run_1/m1.png
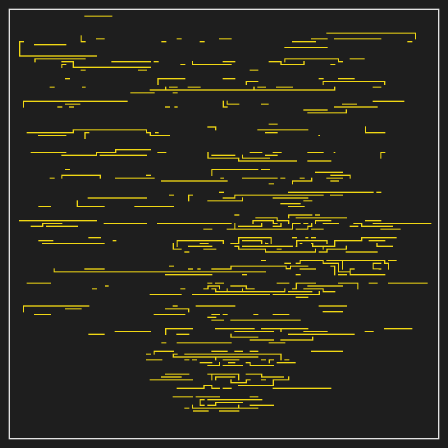
run_1/ff_map.png
Other sequential cells in the stronger gray, the rest of the logic in the fainter gray.
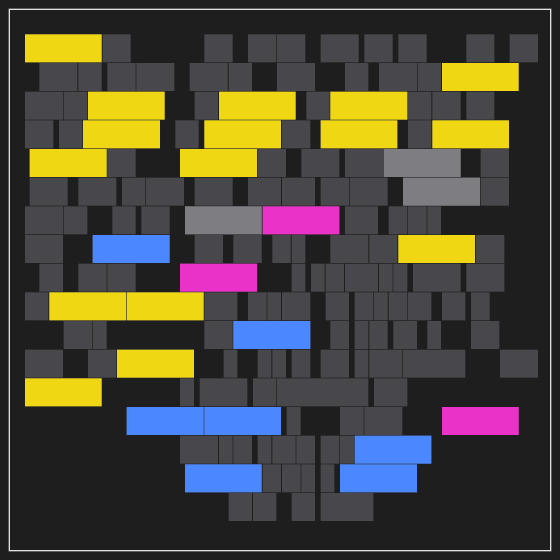
run_1/clock_wires.png
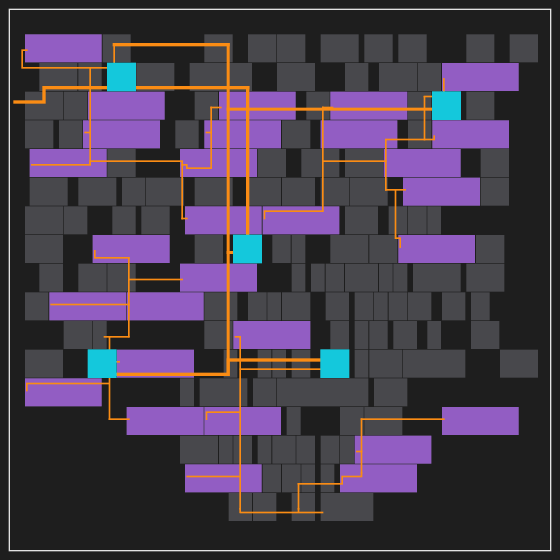
==> config.mk <==
export PLATFORM = sky130hd
export DESIGN_NAME = oddr_gearbox_ctrl
export DESIGN_NICKNAME = d
export VERILOG_FILES = /design/src/rtl/oddr_gearbox_ctrl.sv
export SDC_FILE = /design/constraint.sdc
export NUM_CORES = 1
export LEC_CHECK = 0
export CORE_UTILIZATION = 46
export DETAILED_ROUTE_END_ITERATION = 8
export PLACE_DENSITY = 0.91
export SETUP_SLACK_MARGIN = 0.1
export SYNTH_ARGS = -nofsm -noshare
export SYNTH_HDL_FRONTEND = slang
export SYNTH_SLANG_ARGS = --single-unit
==> constraint.sdc <==
create_clock -name i_sclk -period 3.5 [get_ports i_sclk]
set_input_delay 0.875 -clock i_sclk [delete_from_list [all_inputs] [get_ports i_sclk]]
set_output_delay 0.875 -clock i_sclk [all_outputs]
set_load 0.1 [all_outputs]
==> src/rtl/oddr_gearbox_ctrl.sv <==
// oddr_gearbox_ctrl
// Start-up and re-alignment sequencer for an output DDR serializer bank.
// After PLL lock has been stable for LOCK_CNT cycles it stops the edge
// clock, pulses the serializer reset, restarts the edge clock, optionally
// sends a block of training words, and then forwards user data.
//
// Build option:
//   ODDR_GBX_CTRL_TRAIN_EN  defined   -> TRAIN state sends TRAIN_WORDS x TRAIN_PAT
//                           undefined -> STOP2 goes straight to RUN
//
// Ports:
//   i_sclk      parallel clock, all logic on its rising edge
//   i_rst       synchronous active-high reset
//   i_lock      PLL lock (already in the i_sclk domain)
//   i_resync    one-cycle request to re-run alignment (TRAIN/RUN only)
//   i_din       user word, bit 0 transmitted first
//   o_dout      word to serializer D0..D15
//   o_ecstop    high stops the edge clock to the serializer bank
//   o_ddr_rst   serializer bank reset
//   o_ready     high while o_dout carries user data
//   o_state     current state encoding
module oddr_gearbox_ctrl #(
  parameter int          LOCK_CNT    = 16,
  parameter int          STOP_CYC    = 4,
  parameter int          RST_CYC     = 4,
  parameter int          TRAIN_WORDS = 64,
  parameter logic [15:0] TRAIN_PAT   = 16'h00FF
) (
  input  logic        i_sclk,
  input  logic        i_rst,
  input  logic        i_lock,
  input  logic        i_resync,
  input  logic [15:0] i_din,
  output logic [15:0] o_dout,
  output logic        o_ecstop,
  output logic        o_ddr_rst,
  output logic        o_ready,
  output logic [2:0]  o_state
);

  typedef enum logic [2:0] {
    WAIT_LOCK = 3'd0,
    STOP1     = 3'd1,
    GBX_RST   = 3'd2,
    STOP2     = 3'd3,
    TRAIN     = 3'd4,
    RUN       = 3'd5
  } state_t;

  // One shared phase counter, sized for the longest phase.
  localparam int MAX_A = (LOCK_CNT > STOP_CYC)    ? LOCK_CNT : STOP_CYC;
  localparam int MAX_B = (RST_CYC  > TRAIN_WORDS) ? RST_CYC  : TRAIN_WORDS;
  localparam int MAX_P = (MAX_A    > MAX_B)       ? MAX_A    : MAX_B;
  localparam int CW    = $clog2(MAX_P + 1);

  // A phase ends on the edge where the counter shows its last cycle.
  localparam logic [CW-1:0] LOCK_LAST = CW'(LOCK_CNT - 1);
  localparam logic [CW-1:0] STOP_LAST = CW'(STOP_CYC - 1);
  localparam logic [CW-1:0] RST_LAST  = CW'(RST_CYC - 1);

  state_t        r_state;
  logic [CW-1:0] r_cnt;
  logic [15:0]   r_dout;
  logic          r_ecstop;
  logic          r_ddr_rst;
  logic          r_ready;

  state_t        w_nxt;
  logic          w_resync_ok;
  logic [15:0]   w_train_word;

`ifdef ODDR_GBX_CTRL_TRAIN_EN
  localparam logic [CW-1:0] TRAIN_LAST = CW'(TRAIN_WORDS - 1);
  assign w_resync_ok  = (r_state == TRAIN) || (r_state == RUN);
  assign w_train_word = TRAIN_PAT;
`else
  // Training is compiled out; the pattern is deliberately not consumed.
  logic w_unused_pat;
  assign w_unused_pat = ^TRAIN_PAT;
  assign w_resync_ok  = (r_state == RUN);
  assign w_train_word = 16'h0000;
`endif

  always_comb begin
    w_nxt = r_state;
    case (r_state)
      WAIT_LOCK: if (i_lock && r_cnt == LOCK_LAST) w_nxt = STOP1;
      STOP1:     if (r_cnt == STOP_LAST)           w_nxt = GBX_RST;
      GBX_RST:   if (r_cnt == RST_LAST)            w_nxt = STOP2;
`ifdef ODDR_GBX_CTRL_TRAIN_EN
      STOP2:     if (r_cnt == STOP_LAST)           w_nxt = TRAIN;
      TRAIN:     if (r_cnt == TRAIN_LAST)          w_nxt = RUN;
`else
      STOP2:     if (r_cnt == STOP_LAST)           w_nxt = RUN;
`endif
      RUN:       w_nxt = RUN;
      default:   w_nxt = WAIT_LOCK;
    endcase
    // Lock loss outranks a resync request arriving on the same cycle.
    if (r_state != WAIT_LOCK && !i_lock) w_nxt = WAIT_LOCK;
    else if (i_resync && w_resync_ok)    w_nxt = STOP1;
  end

  // Outputs are decoded from the next state so they move on the same edge
  // as the state register.
  always_ff @(posedge i_sclk) begin
    if (i_rst) begin
      r_state   <= WAIT_LOCK;
      r_cnt     <= '0;
      r_dout    <= 16'h0000;
      r_ecstop  <= 1'b0;
      r_ddr_rst <= 1'b1;
      r_ready   <= 1'b0;
    end else begin
      r_state <= w_nxt;
      if (w_nxt != r_state)
        r_cnt <= '0;
      else if (r_state == WAIT_LOCK && !i_lock)
        r_cnt <= '0;                 // lock run must be consecutive
      else if (r_cnt != '1)
        r_cnt <= r_cnt + 1'b1;       // saturate, never wrap

      r_ecstop  <= (w_nxt == STOP1) || (w_nxt == GBX_RST) || (w_nxt == STOP2);
      r_ddr_rst <= (w_nxt == WAIT_LOCK) || (w_nxt == STOP1) || (w_nxt == GBX_RST);
      r_ready   <= (w_nxt == RUN);
      if (w_nxt == RUN)        r_dout <= i_din;
      else if (w_nxt == TRAIN) r_dout <= w_train_word;
      else                     r_dout <= 16'h0000;
    end
  end

  assign o_state   = r_state;
  assign o_dout    = r_dout;
  assign o_ecstop  = r_ecstop;
  assign o_ddr_rst = r_ddr_rst;
  assign o_ready   = r_ready;

endmodule

==> ci_impl_report.md, run 1 <==
## Synthesis and layout report

| Metric | Value |
|---|---|
| R2r startpoint | `r_cnt[0]` |
| Cts hold-fix bufs | `0` |
| Met2 WL | `1.244 mm` |
| Average cell area after synthesis | `9.694 sq um` |
| Mapped Area | `1115 sq um` |
| Routability cong. | `0.8876` |
| Share of layout cells above drive strength 1 | `21.52%` |
| Gr busiest metal | `met2` |
| Cell Type Count | `31` |
| Xor+xnor area frac | `1.571%` |
| Top cells by count | `dfxtp_1 (29), and2_1 (16), nor2_1 (12), nor3_1 (7), nand2_1 (6)` |
| WP buf/inv | `1` |
| Vias per cell | `5.161` |
| 1st-iter DRT viols | `29` |
| Biggest consumer | `sequential cells` |
| Comb area leader | `simple AND/OR/NAND/NOR gates` |
| I/O Buffers | `41` |
| Setup TNS | `0 ps` |
| Asr flop ratio synth | `0%` |
| Die Span X | `51.23 um` |
| Setup bufs post-CTS | `0` |
| Seq share, synth | `52.08%` |
| # resized after CTS | `0` |
| Status | `completed` |
| Dpl hpwl | `1.795 mm` |
| CTS sink cnt | `29` |
| CTS buffer count | `5` |
| Antenna diode count | `0` |
| Clk network pwr share | `35.9%` |
| Worst Setup SP | `i_lock` |
| Die Y | `51.23 um` |
| DIE AREA | `2625 sq um` |
| I/O pin count | `42` |
| TAP cells | `28` |
| Fin. Hold Viols | `0` |
| Clock Skew | `9.667 ps` |
| Tot Pwr | `564.5 uW` |
| Synth Area in Compound Gates | `10.10%` |
| Clock-cell share of area | `3.589%` |
| Nonclk inv count | `3` |
| Core Footprint | `2255 sq um` |
| TritonRoute pass-1 iters | `4` |
| Flop-to-flop setup slack | `1480 ps` |
| Critical Path Most Common Cell | `o2111ai_1` |
| Synth Instances | `115` |
| Crit path launch type | `primary input` |
| Most frequent cell after synthesis | `dfxtp_1` |
| Sw power | `117.6 uW` |
| Max FFs per register | `16` |
| Vias in the first global route | `919` |
| P_comb | `30.0 uW` |
| Registers | `29` |
| Worst-Skew Late Latency | `330 ps` |
| Reg2Reg Depth | `5` |
| Reg clk slew, reported paths | `90 ps` |
| Synth warn | `0` |
| Hold Crit Start | `r_cnt[1]` |
| M2 GR Usage | `35.75%` |
| GRT Overall Usage | `20.94%` |
| Root Driver | `clkbuf_4` |
| Nets@finish | `179` |
| YS chip area | `1115 sq um` |
| H-tree depth | `2` |
| Reg power frac | `58.8%` |
| Worst Setup End Kind | `register` |
| Cell total in the yosys stat output | `115` |
| Starting Density | `49.45%` |
| Flops after synth | `29` |
| Most common logic cells in the final layout | `dfxtp_1 (29), buf_4 (22), clkdlybuf4s50_1 (19), and2_1 (16), nor2_1 (12)` |
| Reg-to-reg endpoint | `o_dout[0]` |
| Comb. cell area | `496.7 sq um` |
| CP max stage cell | `clkdlybuf4s50_1` |
| Crit path depth | `5` |
| Critical Path RT | `3760 ps` |
| Worst slew pin tran | `598.1 ps` |
| CP Data Arrival Time | `2430 ps` |
| Max-Cap Viols | `0` |
| P_clk | `203 uW` |
| Most numerous logic cell after layout | `dfxtp_1` |
| Wire length on met3 | `196 um` |
| CP endpoint | `r_cnt[3]` |
| Crit path kind | `in -> reg` |
| Slew Limit Fails | `0` |
| Clock Buffer Count | `7` |
| Combinational share of cell area | `32.38%` |
| Peak VDD IR | `0.3115 mV` |
About m1.png:
152 nets have wire on it. The layer holds 38% of the routed length. The longest straight run is 25.3 um. The wires run mostly horizontal. The layer carries 921 um of wire.
via count: 960
DRT Wirelength: 2.407 mm
M1 GR Usage: 21.89%

About ff_map.png:
Yellow shows o_dout, sequential cells 16. Magenta shows o_state, sequential cells 3. Blue shows r_cnt, sequential cells 7.
P_seq: 332 uW
flop share of the area: 37.85%

About clock_wires.png:
Cyan shows clock-net drivers, count 5. Purple shows flip-flops, count 29. Orange shows clock wires, length 344 um.
There are 6 routed clock nets.

==> run 1: metrics by stage <==
stage,worst slack [ps],hold WS (ps),utilization [%],instances,area [sq um]
6_report,1330,579.5,68.04,186,1534
3_5_place_dp,1016,564.7,65.59,179,1479
4_1_cts,1353,583.7,68.04,186,1534
5_1_grt,1214,627.4,68.04,186,1534
2_1_floorplan,1218,482.4,-,115,1115
3_3_place_gp,1131,509.5,65.59,179,1479
==> run 1: worst reg2reg max path: stages, from the launching register on <==
cell and delay [ps]:
dfxtp_1 380, ha_1 250, nor4b_4 400, a31oi_2 220, nor3_4 500, and2_1 210
## Run 2: what changed since run 1
--- a/config.mk
+++ b/config.mk
@@ -5,9 +5,9 @@
 export SDC_FILE = /design/constraint.sdc
 export NUM_CORES = 1
 export LEC_CHECK = 0
-export CORE_UTILIZATION = 46
+export CORE_UTILIZATION = 42
 export DETAILED_ROUTE_END_ITERATION = 8
-export PLACE_DENSITY = 0.91
+export PLACE_DENSITY = 0.85
 export SETUP_SLACK_MARGIN = 0.1
 export SYNTH_ARGS = -nofsm -noshare
 export SYNTH_HDL_FRONTEND = slang
==> constraint.sdc (replaced) <==
create_clock -name i_sclk -period 2.2 [get_ports i_sclk]
set_input_delay 0.55 -clock i_sclk [delete_from_list [all_inputs] [get_ports i_sclk]]
set_output_delay 0.55 -clock i_sclk [all_outputs]
set_load 0.1 [all_outputs]
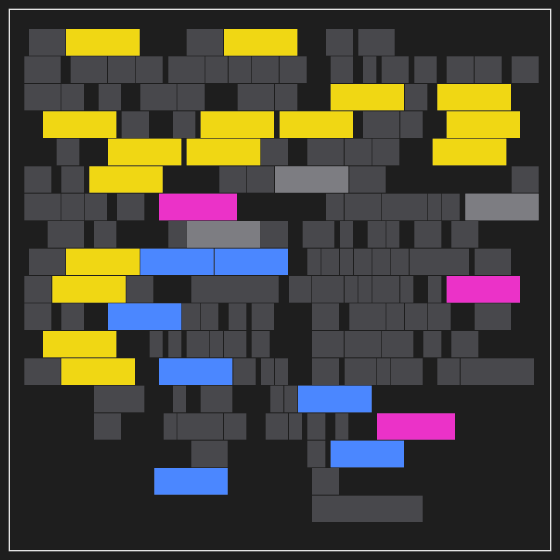
run_2/ff_map.png
Other sequential cells in the stronger gray, the rest of the logic in the fainter gray.
Blue shows r_cnt, sequential cells 7. Yellow shows o_dout, sequential cells 16. Magenta shows o_state, sequential cells 3.
Another 3 sequential cells are not colored.
flop share of the area: 36.69%
P_seq: 528 uW
final core occ: 63.56%

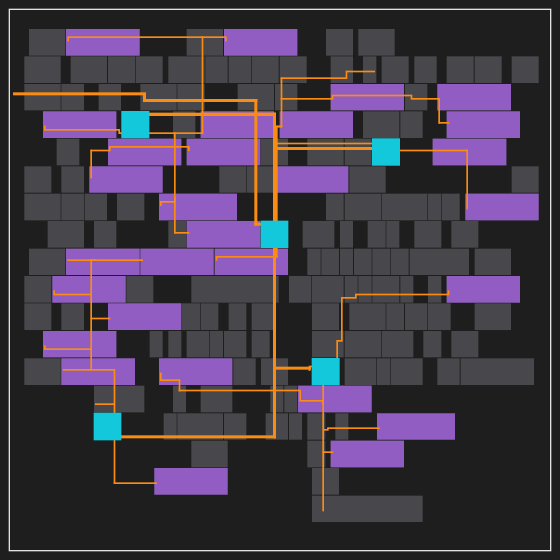
run_2/clock_wires.png
Cyan shows clock-net drivers, count 5. Purple shows flip-flops, count 29. Orange shows clock wires, length 378 um.
There are 6 routed clock nets.

==> ci_impl_report.md, run 2 <==
## Synthesis and layout report

| Metric | Value |
|---|---|
| Vias in the first global route | `854` |
| Cts hold-fix bufs | `0` |
| Gr busiest metal | `met2` |
| Reg clk slew, reported paths | `90 ps` |
| M2 GR Usage | `28.96%` |
| Global route overflow | `0` |
| Cell total in the yosys stat output | `115` |
| DRT Wirelength | `2.326 mm` |
| Mapped Area | `1115 sq um` |
| Design area | `1589 sq um` |
| Nets@finish | `180` |
| Antenna diode count | `0` |
| Max FFs per register | `16` |
| Synth warn | `0` |
| Worst-Skew Late Latency | `330 ps` |
| DIE AREA | `2864 sq um` |
| Die Y | `53.52 um` |
| Top cells by count | `dfxtp_1 (29), and2_1 (16), nor2_1 (12), nor3_1 (7), nand2_1 (6)` |
| Setup ws final | `366.1 ps` |
| H-tree depth | `2` |
| Cell Type Count | `31` |
| Flops after synth | `29` |
| Starting Density | `44.59%` |
| Met2 WL | `1.158 mm` |
| Vias per cell | `5.105` |
| Post-DRT Antenna Nets | `0` |
| Critical Path RT | `2470 ps` |
| Seq share, synth | `52.08%` |
| Asr flop ratio synth | `0%` |
| GRT Overall Usage | `18.10%` |
| Via count | `970` |
| Die Span X | `53.52 um` |
| # resized after CTS | `0` |
| Placed Instances | `182` |
| Post-Layout Cell Count | `190` |
| Placed cell areas | `1504 sq um` |
| Reg power frac | `51.1%` |
| WP buf/inv | `1` |
| CP max stage cell | `nor4b_4` |
| I/O pin count | `42` |
| Biggest consumer | `sequential cells` |
| Clock Skew | `9.111 ps` |
| Setup TNS | `0 ps` |
| Worst Setup End Kind | `register` |
| Synth Area in Compound Gates | `10.10%` |
| Dpl hpwl | `1.688 mm` |
| Most common logic cells in the final layout | `dfxtp_1 (27), buf_4 (22), clkdlybuf4s50_1 (19), and2_1 (16), nor2_1 (12)` |
| Routability cong. | `0.9021` |
| Comb area leader | `simple AND/OR/NAND/NOR gates` |
| Core Footprint | `2500 sq um` |
| Most frequent cell after synthesis | `dfxtp_1` |
| Status | `completed` |
| Xor+xnor area frac | `1.571%` |
| Max-Cap Viols | `0` |
| Area leader, netlist | `dfxtp_1` |
| Setup bufs post-CTS | `0` |
| CTS buffer count | `5` |
| Crit path launch type | `register` |
| I/O Buffers | `41` |
| TritonRoute pass-1 iters | `4` |
| Synth Instances | `115` |
| M1 GR Usage | `19.27%` |
| P_comb | `47.2 uW` |
| Wire length on met3 | `127 um` |
| 1st-iter DRT viols | `20` |
| Clk network pwr share | `44.3%` |
| Simple-Gate Fraction of Synth Area | `30.86%` |
| CP Data Arrival Time | `2100 ps` |
| Average cell area after synthesis | `9.694 sq um` |
| Slew Limit Fails | `0` |
| Peak VDD IR | `0.5196 mV` |
| Crit path kind | `reg -> reg` |
| Worst slew pin tran | `555.6 ps` |
| Fin. Hold Viols | `0` |
| Share of layout cells above drive strength 1 | `23.75%` |
| CTS sink cnt | `29` |
| Final hold slack | `535.7 ps` |
| YS chip area | `1115 sq um` |
| Tot Pwr | `1.033 mW` |
| Root Driver | `clkbuf_4` |
| Setup slack at placement | `105.6 ps` |
| Most numerous logic cell after layout | `dfxtp_1` |
| Sw power | `201.2 uW` |
| P_clk | `458 uW` |
## run 2: cell count changes in the layout (fill, tap and decap cells not counted), sizes merged
cell and change:
buf +1, bufinv +1
## run 2: path summary, 6_finish.rpt
path	start	to	slack (ps)	cells past startpoint
worst min-delay path	r_cnt[1]	r_cnt[1]	540	2
worst max-delay path	r_cnt[0]	o_dout[3]	370	6
worst min register to register	r_cnt[1]	r_cnt[1]	540	2
worst max register to register	r_cnt[0]	o_dout[3]	370	6
## run 2: final cells by class
class                           count  area [sq um]
Tap cell                           30         37.54
Multi-Input combinational cell     78         496.7
Clock buffer                        7         55.05
Fill cell                         212         910.9
Clock inverter                      1         30.03
Inverter                            3         11.26
Timing Repair Buffer               42         375.4
Sequential cell                    29         583.1
## Run 3: what changed since run 2
==> constraint.sdc (replaced) <==
create_clock -name i_sclk -period 1.9 [get_ports i_sclk]
set_input_delay 0.475 -clock i_sclk [delete_from_list [all_inputs] [get_ports i_sclk]]
set_output_delay 0.475 -clock i_sclk [all_outputs]
set_load 0.1 [all_outputs]
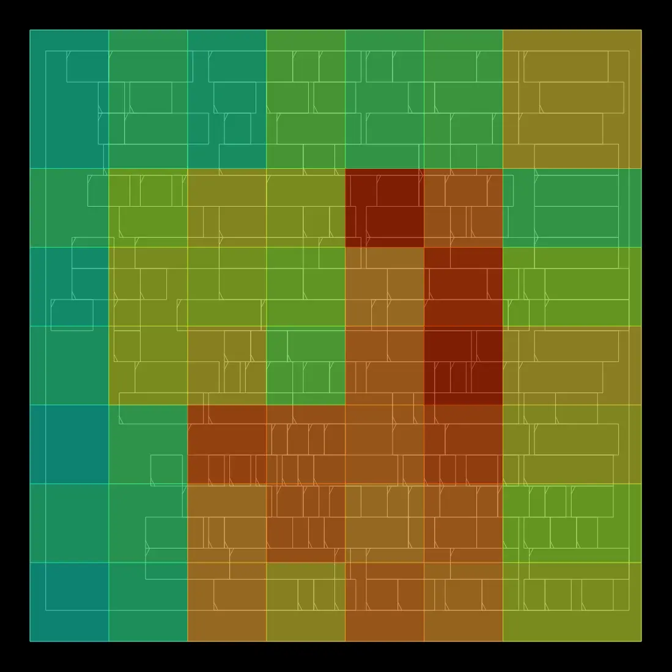
run_3/congestion_map.png
GRT Overall Usage: 23.20%
met3 Track Usage GR: 6.322%
M1 GR Usage: 23.39%
final core occ: 76.23%

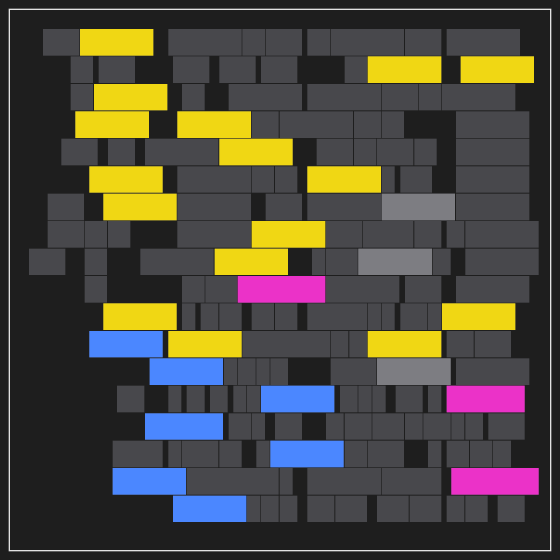
run_3/ff_map.png
Other sequential cells in the stronger gray, the rest of the logic in the fainter gray.
Blue shows r_cnt, sequential cells 7. Magenta shows o_state, sequential cells 3. Yellow shows o_dout, sequential cells 16.
P_seq: 610 uW
flop share of the area: 30.99%

==> ci_impl_report.md, run 3 <==
## Synthesis and layout report

| Metric | Value |
|---|---|
| Via count | `1017` |
| Seq share, synth | `52.08%` |
| Worst Hold Depth | `1` |
| Share of layout cells above drive strength 1 | `28.66%` |
| Mapped Area | `1115 sq um` |
| 1st-iter DRT viols | `37` |
| YS chip area | `1115 sq um` |
| Placed cell areas | `1808 sq um` |
| Global route overflow | `0` |
| Sw power | `229.2 uW` |
| Fin. Hold Viols | `0` |
| Flops after synth | `29` |
| Slew Limit Fails | `0` |
| H-tree depth | `2` |
| DRT Wirelength | `2.984 mm` |
| CP Data Arrival Time | `1920 ps` |
| Xor+xnor area frac | `1.571%` |
| Max FFs per register | `16` |
| Most numerous logic cell after layout | `dfxtp_1` |
| Peak VDD IR | `0.4717 mV` |
| Reg power frac | `55.7%` |
| Worst Setup End Kind | `register` |
| Gr busiest metal | `met2` |
| Die Span X | `53.52 um` |
| Simple-Gate Fraction of Synth Area | `30.86%` |
| Status | `completed` |
| Top cells by count | `dfxtp_1 (29), and2_1 (16), nor2_1 (12), nor3_1 (7), nand2_1 (6)` |
| Critical Path RT | `2150 ps` |
| Reg2Reg Depth | `6` |
| DIE AREA | `2864 sq um` |
| I/O Buffers | `41` |
| Crit path kind | `in -> reg` |
| Setup ws final | `233.0 ps` |
| Met2 WL | `1.720 mm` |
| CTS sink cnt | `29` |
run 3: final cells by class:
| cell class | instances | area, sq um |
|---|---|---|
| clock inverters | 1 | 5.005 |
| inverters | 3 | 11.26 |
| fillers | 156 | 594.3 |
| repair buffers | 46 | 680.7 |
| multi-input cells | 78 | 515.5 |
| well taps | 30 | 37.54 |
| clock buffers | 7 | 65.06 |
| flip-flops and latches | 29 | 590.6 |
run 3: worst max-delay path, cell delays in order:
cell and delay, ps:
clkdlybuf4s50_1 480, and4b_1 210, o2111ai_1 190, o2111ai_1 170
buf_4 190, nor3_1 190
run 3: timing repair:
item,in CTS,in global routing
pin swaps,0,1
resized,1,4
setup buffers,0,1
setup endpoints to repair,1,18
Power figures rest on the tool's default switching activity, not on a simulated workload.
